==> images/placement.png <==
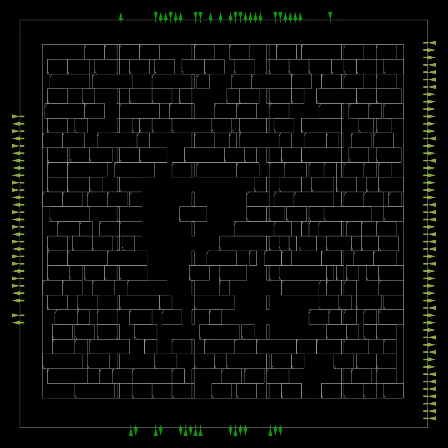
==> images/clk_routes.png <==
Scale bar: 20 um.
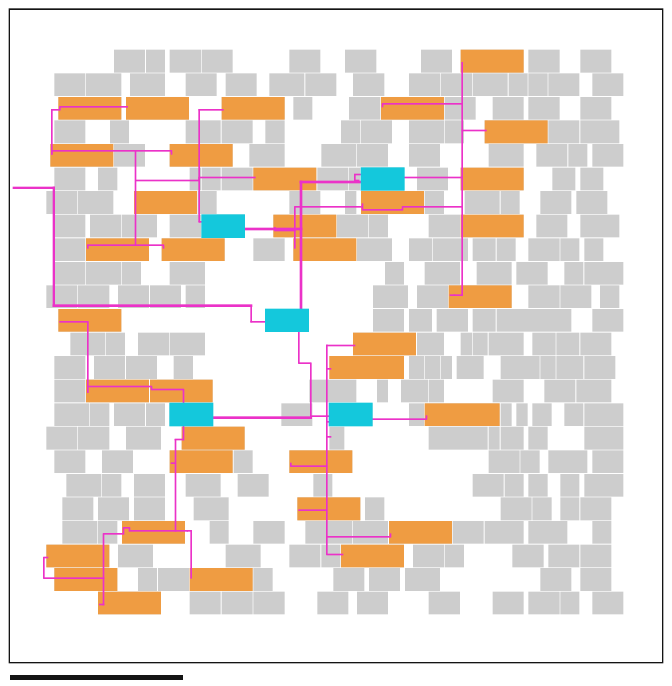
==> config.mk <==
export PLATFORM = sky130hd
export DESIGN_NAME = fetch_ctrl
export DESIGN_NICKNAME = d
export VERILOG_FILES = /design/src/rtl/fetch_ctrl_pkg.sv /design/src/rtl/fetch_ctrl_buf.sv /design/src/rtl/fetch_ctrl.sv
export SDC_FILE = /design/constraint.sdc
export NUM_CORES = 1
export LEC_CHECK = 0
export ABC_AREA = 0
export CAP_MARGIN = 20
export CORE_MARGIN = 4
export CORE_UTILIZATION = 37
export CTS_CLUSTER_DIAMETER = 120
export CTS_CLUSTER_SIZE = 8
export DETAILED_ROUTE_END_ITERATION = 10
export GPL_ROUTABILITY_DRIVEN = 0
export PLACE_DENSITY = 0.85
export SLEW_MARGIN = 20
export SYNTH_ARGS = -nofsm -noshare
export SYNTH_HDL_FRONTEND = slang
export SYNTH_SLANG_ARGS = --single-unit
==> constraint.sdc <==
create_clock -name clk -period 2.4 [get_ports clk]
set_input_delay 0.48 -clock clk [delete_from_list [all_inputs] [get_ports clk]]
set_output_delay 0.48 -clock clk [all_outputs]
set_load 0.01 [all_outputs]
==> src/rtl/fetch_ctrl_pkg.sv <==
// Shared definitions for the instruction-fetch controller: default widths,
// reset address and the fetch FSM state encoding.
package fetch_ctrl_pkg;

    localparam int unsigned ADDR_W_DEF     = 16;
    localparam int unsigned INSTR_W_DEF    = 16;
    localparam logic [15:0] RESET_ADDR_DEF = 16'h0000;

    typedef logic [1:0] fsm_state_t;

    localparam fsm_state_t ST_INIT     = 2'd0;
    localparam fsm_state_t ST_FETCH    = 2'd1;
    localparam fsm_state_t ST_HOLD     = 2'd2;
    localparam fsm_state_t ST_REDIRECT = 2'd3;

endpackage

==> src/rtl/fetch_ctrl_buf.sv <==
// Holding register for one fetched instruction and its address, with
// valid/ready hand-off to the decoder and a flush for redirects.
module fetch_ctrl_buf #(
    parameter int unsigned DATA_W = 16,
    parameter int unsigned ADDR_W = 16
) (
    input  logic              clk,
    input  logic              rst,
    input  logic              load,
    input  logic [DATA_W-1:0] load_data,
    input  logic [ADDR_W-1:0] load_addr,
    input  logic              ready,
    input  logic              flush,
    output logic              valid,
    output logic [DATA_W-1:0] data,
    output logic [ADDR_W-1:0] addr
);

    logic              valid_q, valid_d;
    logic [DATA_W-1:0] data_q,  data_d;
    logic [ADDR_W-1:0] addr_q,  addr_d;

    // Flush wins over a simultaneous hand-off so a dropped word is never counted as taken.
    always_comb begin
        valid_d = valid_q;
        data_d  = data_q;
        addr_d  = addr_q;
        if (flush) begin
            valid_d = 1'b0;
        end else if (load) begin
            valid_d = 1'b1;
            data_d  = load_data;
            addr_d  = load_addr;
        end else if (valid_q && ready) begin
            valid_d = 1'b0;
        end
    end

    always_ff @(posedge clk) begin
        if (rst) begin
            valid_q <= 1'b0;
            data_q  <= '0;
            addr_q  <= '0;
        end else begin
            valid_q <= valid_d;
            data_q  <= data_d;
            addr_q  <= addr_d;
        end
    end

    assign valid = valid_q;
    assign data  = data_q;
    assign addr  = addr_q;

endmodule

==> src/rtl/fetch_ctrl.sv <==
// Instruction-fetch controller: steers the PC via load/increment strobes,
// fetches through mem req/ack and hands words to decode via valid/ready.
module fetch_ctrl
    import fetch_ctrl_pkg::*;
#(
    parameter int unsigned       ADDR_W     = ADDR_W_DEF,
    parameter int unsigned       INSTR_W    = INSTR_W_DEF,
    parameter logic [ADDR_W-1:0] RESET_ADDR = RESET_ADDR_DEF
) (
    input  logic               clk,
    input  logic               rst,
    input  logic [ADDR_W-1:0]  pc_count,
    output logic               pc_load,
    output logic               pc_increment,
    output logic [ADDR_W-1:0]  pc_target,
    output logic               mem_req,
    output logic [ADDR_W-1:0]  mem_addr,
    input  logic               mem_ack,
    input  logic [INSTR_W-1:0] mem_rdata,
    output logic               instr_valid,
    input  logic               instr_ready,
    output logic [INSTR_W-1:0] instr,
    output logic [ADDR_W-1:0]  instr_addr,
    input  logic               branch_valid,
    input  logic [ADDR_W-1:0]  branch_target
);

    fsm_state_t state_q, state_d;
    logic       branch_take;
    logic       buf_load;
    logic       buf_ready;
    logic       buf_flush;

    assign branch_take = !rst && branch_valid && (state_q != ST_INIT);
    assign mem_addr    = pc_count;

    // Reset masks every strobe so an abort never moves the PC or issues a request.
    always_comb begin
        state_d      = state_q;
        pc_load      = 1'b0;
        pc_increment = 1'b0;
        pc_target    = RESET_ADDR;
        mem_req      = 1'b0;
        buf_load     = 1'b0;
        buf_ready    = 1'b0;
        buf_flush    = 1'b0;
        if (rst) begin
            state_d = ST_INIT;
        end else if (branch_take) begin
            pc_load   = 1'b1;
            pc_target = branch_target;
            buf_flush = 1'b1;
            state_d   = ST_REDIRECT;
        end else begin
            unique case (state_q)
                ST_INIT: begin
                    pc_load = 1'b1;
                    state_d = ST_FETCH;
                end
                ST_FETCH: begin
                    mem_req = 1'b1;
                    if (mem_ack) begin
                        pc_increment = 1'b1;
                        buf_load     = 1'b1;
                        state_d      = ST_HOLD;
                    end
                end
                ST_HOLD: begin
                    if (instr_ready) begin
                        buf_ready = 1'b1;
                        state_d   = ST_FETCH;
                    end
                end
                ST_REDIRECT: begin
                    state_d = ST_FETCH;
                end
                default: begin
                    state_d = ST_INIT;
                end
            endcase
        end
    end

    always_ff @(posedge clk) begin
        if (rst) begin
            state_q <= ST_INIT;
        end else begin
            state_q <= state_d;
        end
    end

    fetch_ctrl_buf #(
        .DATA_W (INSTR_W),
        .ADDR_W (ADDR_W)
    ) u_buf (
        .clk       (clk),
        .rst       (rst),
        .load      (buf_load),
        .load_data (mem_rdata),
        .load_addr (pc_count),
        .ready     (buf_ready),
        .flush     (buf_flush),
        .valid     (instr_valid),
        .data      (instr),
        .addr      (instr_addr)
    );

endmodule

==> results.txt <==
The flow completed. The flow ran to the end, and the final reports show no timing, DRC or antenna violations. Multi-input combinational cells in the finished layout were counted as just under 100. Entering global routing, the biggest net connects 37 pins.

Number of setup violations in the final report landed at 0. Summed over all cells, the static leakage comes to 0.00137 uW. TritonCTS built the clock tree.

Measured along the y axis, the die boundary spans 75.3 um. Proportion of cell area spent on the clock network landed at 0.0276. Hold is met by 0.491 ns.

The launch point of the worst register-to-register path is recorded as state_q[1]. In the post-route report, total wirelength is listed as 4560 um. Per the cell usage report, the commonest logic cells after layout are 106 x sky130_fd_sc_hd__clkdlybuf4s50_1, 33 x sky130_fd_sc_hd__dfxtp_1, 32 x sky130_fd_sc_hd__nor2b_1. Tracing the worst setup path back leads to its startpoint at rst.

According to the hold report, the worst path is of the register to register type. Measured against its own limit, the worst slew margin works out to 0.718. Max-cap check violation count landed at 0. Per the GRT congestion report, total overflow comes to 0. Number of warnings the tools reported landed at 26. Setup slack on the worst path after placement came out at -0.237 ns. The cell-mix breakdown from Yosys lists the XOR/XNOR area share as 0. Setup repair after global routing left no endpoint under its margin. Area growth from synthesis to final layout landed at 75.9%.

In this run the count of I/O pins placed on the die edge is 121. All stages included, the depth of the critical timing path comes to 5. The power report attributes to the sequential group a share of 0.478. Violation tally from detailed-route iteration zero landed at 62.

Number of inserted filler cells in the final layout landed at 344. The biggest slice of the area belongs to non-clock buffers. When the netlist entered floorplanning its net count stood at 211. After detailed routing, the number of vias per cell comes to 4.64. Fmax landed at between 0.4 and 0.5 GHz. Sorting the synthesis cell report by count puts at the top sky130_fd_sc_hd__dfxtp_1. Maximum count of clock buffers along a single path landed at 2. Of the available clock period, the critical path in the final layout requires 0.975. The timing report attributes the biggest portion of critical-path delay to buffers and inverters. Looking at the critical path, the single cell with the biggest stage delay is sky130_fd_sc_hd__clkdlybuf4s50_1. Overall power consumption landed at 1290 uW. Worst-case register-to-register setup slack landed at 0.85 ns. The CTS log lists the clock sinks for this run as 35. The fraction of final cell area spent on non-clock buffers in this run is 0.436. Summed over all routing layers, the global router reports a total usage of 0.151.

After layout, the buffer instance count without clock buffers stands at 128. Leaving out fill and tap cells, the most frequent cell in the layout is sky130_fd_sc_hd__clkdlybuf4s50_1. In the hold report, the worst path ends at u_buf.valid. Number of placed instances with taps included landed at 312.
Back to the opening pictures, placement.png:
final standard cell utilization of the core: 0.676
fraction of area in registers: 0.241
sequential cell count: 35
floorplan row count: 24
Floorplan Core Area: 4350 um^2

Back to the opening pictures, clk_routes.png:
clock drivers: in cyan, count 5. clock wires: in magenta, length 412 um. flip-flops: in orange, count 35.
Position of the flops: spread over the die. There are 6 routed clock nets.

-- per-layer routing --
layer  track usage  vias up  routed length (um)
met5             0        -                   0
met4        0.0350        0                  29
met3        0.0801        5                 763
met2         0.291       88                2250
met1         0.139      679                1510
li1              -      722                   -
-- tightest hold or removal path, cell delays in order, from the launching register on --
cell and delay, ns:
sky130_fd_sc_hd__dfxtp_1 0.31, sky130_fd_sc_hd__o21ai_0 0.07, sky130_fd_sc_hd__a211oi_1 0.07
-- what timing repair did --
item,in CTS,in global routing
buffers inserted,1,0
endpoints found under the setup margin,19,16
gates resized,6,18
cloned,0,1
pin swaps,0,1
-- power by group through the flow --
stage	Combinational [uW]	Clock [uW]	Sequential, uW
after floorplan	98.5	0	635
after global placement	274	0	626
after detailed placement	278	0	627
after CTS	282	410	615
after global routing	298	444	617
final	278	394	614
Power figures rest on the tool's default switching activity, not on a simulated workload.
